==> config.mk <==
export PLATFORM = sky130hd
export DESIGN_NAME = pipe_stage_elastic
export DESIGN_NICKNAME = d
export VERILOG_FILES = /design/src/rtl/pipe_stage_elastic.sv
export SDC_FILE = /design/constraint.sdc
export NUM_CORES = 1
export LEC_CHECK = 0
export ABC_AREA = 1
export CORE_UTILIZATION = 52
export DETAILED_ROUTE_END_ITERATION = 8
export GPL_ROUTABILITY_DRIVEN = 0
export PLACE_DENSITY_LB_ADDON = 0.08
export SLEW_MARGIN = 10
export SYNTH_ARGS = -nofsm -noshare
export SYNTH_HDL_FRONTEND = slang
export SYNTH_SLANG_ARGS = --single-unit
export TNS_END_PERCENT = 10
==> constraint.sdc <==
create_clock -name clk -period 4.7 [get_ports clk]
set_clock_uncertainty 0.1 [all_clocks]
set_input_delay 0.47 -clock clk [delete_from_list [all_inputs] [get_ports clk]]
set_output_delay 0.47 -clock clk [all_outputs]
set_load 0.01 [all_outputs]
### The clock network, run 1

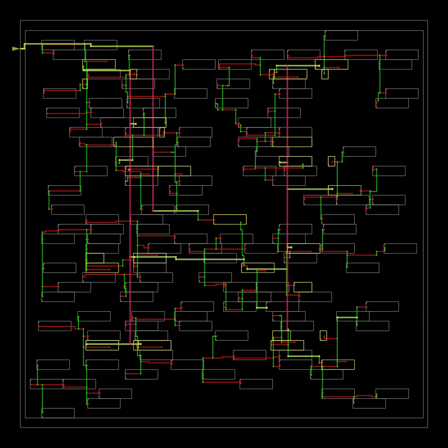
number of clock buffers in the layout: 24
sequential cell count: 130
cts bufs inserted: 17
reported clock group power: 0.00127 W
clock latency of the later-clocked register in the worst-skew pair: 0.42 ns

### Where the registers sit, run 1

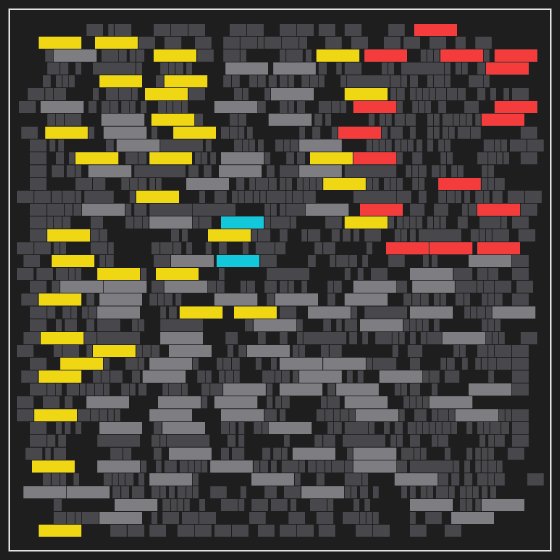
Key: yellow = out_data [placed flops 32]; cyan = state_q [placed flops 2]; red = stall_cnt [placed flops 16, where north-east]
share of the final layout cell area in sequential cells: 0.383
sequential power: 0.00124 W
register area: 0.00325 mm^2

### The metal 1 layer, run 1

Supply wires on this layer in gray.
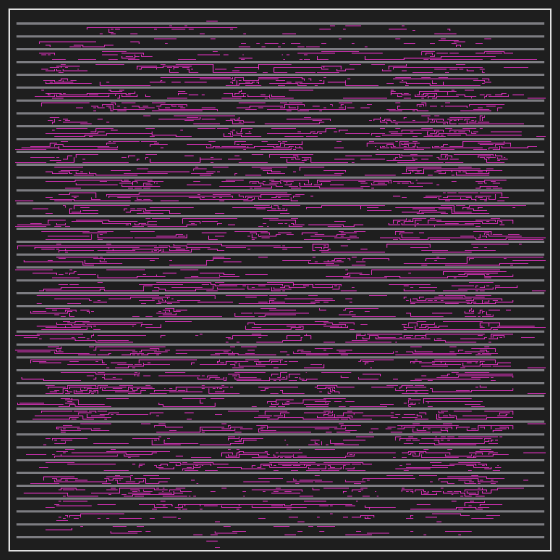
The layer carries 7180 um of wire. The layer holds 44% of the routed length. The wires run mostly horizontal.
met1 track utilization from global routing: 0.351
via count: 6085
routed wire length: 16400 um

### Logic cells by family, run 1

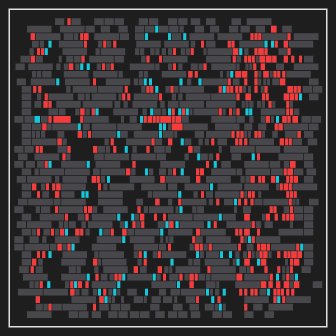
Key: red = NAND gates [cells 309, where widely spread]; cyan = inverters [cells 93]
logic share of the area: 0.320
tally of non-filler cells in the final layout: 1123
most common library cell in the layout ignoring fill and taps: nand2_1

==> notes.md, run 1 <==
Physical implementation

The share of power burned in registers is 0.420. Per the detail_route report, DRC violations left total 0. Of the total power, the clock network draws 0.427. The non-clock buffer count in the final layout is 140. The ratio of routed vias to standard cells is 5.42. Setup repair after global routing left no endpoint under its margin. The number of cells in Yosys stat is 832. The synthesized net count is 888. The arrival time at the worst endpoint is 2.04 ns. The chip width is 114 um. The critical path's slowest stage uses the library cell clkdlybuf4s50_1. Switching power as a fraction of the total was reported as 0.255.

The total power density per cell area is 349 mW/mm^2. The tally of max-capacitance violations is 0. For this run, the script counts the antenna cells in the layout as 0. The final report lists the setup-violating endpoint count as 0. The multi-input gate area in the final layout is 0.00272 mm^2.

Non-clock inverters in the final layout number 93. The post-synthesis xor/xnor area fraction is 0.0120. The relative slew slack is 0.245. The number of warnings issued by yosys is 0. TritonCTS built the clock tree. In the final report, the number of hold violations comes to 0. The flow ran to the end, and the final reports show no timing, DRC or antenna violations. The final net count is 1000.

In the power breakdown, the internal column shows 0.00221 W. The routed design shows a wire length per standard cell of 14.6 um. The combinational fraction of design power is 0.152.

The post-DP HPWL is 10400 um. The number of antenna violations at the first check in global routing was 0. Among the non-sequential cells, simple AND/OR/NAND/NOR gates take the most area. IR analysis of the VDD net gives a maximum drop of 0.210 mV. Among all cell classes, the greatest summed area belongs to sequential cells. The share of final-layout standard cells stronger than drive strength 1 is 0.0545. The number of buffers and inverters on the critical path is 3. The number of different library cells in the post-synthesis netlist is 28.
==> run 1: power by group through the flow <==
stage / Clock [W] / Combinational, W / Sequential (W)
after floorplan: 0 / 0.000229 / 0.00127
after global placement: 0 / 0.000442 / 0.00126
after detailed placement: 0 / 0.000452 / 0.00126
after CTS: 0.00127 / 0.000455 / 0.00124
after global routing: 0.00133 / 0.000497 / 0.00125
final: 0.00127 / 0.000452 / 0.00124
==> run 1: logic make-up after synthesis <==
logic type                 Yosys count
and+or+nand+nor                    386
AOI/OAI and AO/OA                  165
DFF                                130
adders and majority gates            2
xor gates and xnor gates             9
buffers and inverters              140
==> run 1: metrics by stage <==
step | util | std cells | instance area (um^2)
after floorplan | - | 832 | 6570
after global placement | 0.651 | 1093 | 7920
after detailed placement | 0.651 | 1093 | 7920
after CTS | 0.698 | 1123 | 8480
after global routing | 0.698 | 1123 | 8480
final | 0.698 | 1123 | 8480
==> run 1: tightest hold or removal path: stages (launching register included) <==
cell and delay [ns]:
dfrtp_1 0.33, nand2_1 0.05, o21ai_1 0.06
==> run 1: cell usage in the layout, fill, tap and decap left out, drive strengths merged, types with 2 or more instances in the layout <==
| cell | count |
|---|---|
| a21oi | 7 |
| buf | 5 |
| bufinv | 2 |
| clkbuf | 24 |
| clkdlybuf4s50 | 135 |
| clkinv | 4 |
| dfrtp | 130 |
| ha | 2 |
| inv | 93 |
| nand2 | 221 |
| nand3 | 62 |
| nand4 | 26 |
| nor2 | 72 |
| nor3 | 2 |
| o211ai | 40 |
| o21ai | 111 |
| o21bai | 5 |
| or2 | 3 |
| xor2 | 9 |
==> run 1: routing by layer <==
layer	up-vias	track usage	wire, um
met5	-	0	0
met3	26	0.0556	742
met2	186	0.438	8050
li1	2945	-	-
met4	0	0.108	380
met1	2928	0.351	7180
### Power grid, run 1

Pins as bars on the die edge.
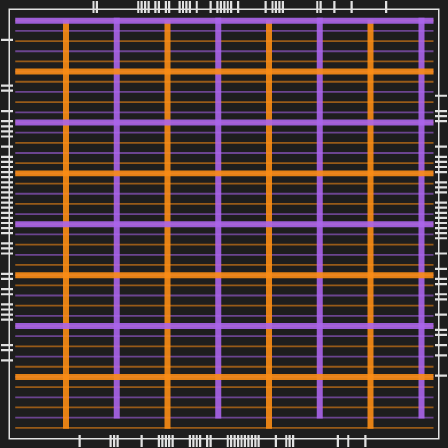

==> run 1 -> run 2 <==
clock period = 2.6 ns   (was 4.7 ns; I/O delays follow)
### Power grid, run 2

Pins as bars on the die edge.
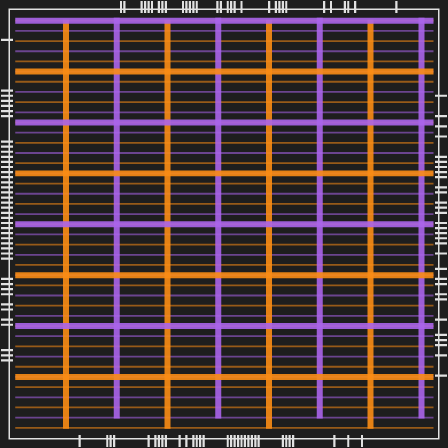
Key: orange = VSS; purple = VDD
8 straps on met5. The core has 40 rows.
overall die height: 114 um
peak supply drop: 0.429 mV
die width: 114 um
area of the core region: 0.0122 mm^2

==> notes.md, run 2 <==
Physical implementation

Summing all non-filler instances in the final layout gives an area of 0.00863 mm^2. The post-placement cell area is 0.00805 mm^2. The finished layout reports a core utilization of 0.710. The number of CTS-inserted buffers is 17. The number of different library cells in the post-synthesis netlist is 28. The clock insertion delay at the later pin of the skew report is 0.41 ns. Setup repair after global routing left no endpoint under its margin. The final net count is 1010. The tally of max-capacitance violations is 0.

The first global-routing pass estimated 26800 um of wire. The via count is 6053. The post-DP HPWL is 10600 um.

The power report puts the leakage power at 3.68 nW. For reference, the top cells by count after synthesis are nand2_1, dfrtp_1, inv_1, o21ai_0, nor2_1. The path class of the tightest hold or removal check is in2reg. Per the OpenROAD timing report, the critical path contains 5 cells. STA puts the critical path data arrival time at 1.96 ns. The number of nets handed over by synthesis was 888. The slowest stage cell on the critical path is clkdlybuf4s50_1. For reference, the post-synthesis area per instance comes to 7.89 um^2. The count of cells in the finished layout, fillers not included, comes to 1133. The TritonCTS clock tree is built.

Along the worst hold path, the cell count comes to 3. The wire length reported by the detailed router is 16000 um. The share of final-layout standard cells stronger than drive strength 1 is 0.0674. The ratio of routed vias to standard cells is 5.34. The count of buffering cells on the critical path with inverters included is 3. For this configuration, the core starts out at a cell density of 0.540. The number of antenna violations at the first check in global routing is 0.

Per the Yosys statistics, synthesis produced 832 cells. The most common logic cells in the final layout are nand2_1, clkdlybuf4s50_1, dfrtp_1. The report lists the power per cell area as 635 mW/mm^2. Per the timing report, the achievable frequency comes out to 0.431 GHz. The relative slew slack is 0.547. The first detailed-routing pass ran for 5 iterations. In this run, placement finished with an instance count of 1103. The setup violation total in the final timing report is 0.

Warnings reported by Yosys during synthesis add up to 0. The most frequently used flop master after synthesis is dfrtp_1. The routed length per placed instance is 14.1 um.

The number of antenna repair diodes is 0. The pin count of the biggest net entering global routing is 131. The count of tool warnings is 29. The remaining design rule violation count is 0. The flow ran to the end, and the final reports show no timing, DRC or antenna violations. The count of endpoints failing hold in the final timing report is 0. Among logic cells in the layout, the one with the most instances is nand2_1. The post-cts hold buffer count is 0. The most common cell type on the critical path is inv_2.
-- run 2: cell types whose count changed in the layout (fill, tap and decap cells not counted), sizes merged --
cell	change
bufinv	+1
clkinvlp	+3
clkinv	+2
inv	-1
clkbuf	-5
buf	+10
-- run 2: cell type report --
class                           count  area, um^2
Sequential cell                   130        3250
Clock buffer                       19         443
Clock inverter                     11         139
Multi-Input combinational cell    562        2720
Tap cell                          168         210
Inverter                           93         353
Fill cell                         985        3530
Timing Repair Buffer              150        1510
-- run 2: cells by family after synthesis --
group	after synthesis	share of synthesized area
DFF	130	0.495
and+or+nand+nor	386	0.255
buffers and inverters	140	0.0909
adders and majority gates	2	0.00381
AOI/OAI and AO/OA	165	0.143
xor gates and xnor gates	9	0.0120
-- run 2: worst register-to-register path, stage by stage, from the launching register on --
cell,delay [ns]
dfrtp_1,0.44
inv_2,0.12
nand2_4,0.13
inv_2,0.26
nand3_1,0.15
nand2_1,0.13
inv_2,0.05
nand2_4,0.24
buf_12,0.23
nand2_1,0.10
o21ai_1,0.10
-- run 2: per-stage QoR --
stage          total power [W]  setup WS [ns]
2_1_floorplan          0.00271         -0.757
3_3_place_gp           0.00312          0.527
3_5_place_dp           0.00314          0.428
4_1_cts                0.00551          0.262
5_1_grt                0.00569          0.171
6_report               0.00548          0.278
-- run 2: routing by layer --
layer	share of wire	up-vias	global-route usage
met1	0.45	2873	0.338
met5	0	-	0
met3	0.046	28	0.0476
met4	0.021	0	0.111
li1	-	2964	-
met2	0.48	188	0.423
-- run 2: where the power goes --
group | internal, W | switching, W | leakage [nW]
clock network | 0.00151 | 0.000866 | 0.284
logic | 0.000395 | 0.000457 | 1.63
registers | 0.00216 | 0.0000902 | 1.76
Power figures rest on the tool's default switching activity, not on a simulated workload.
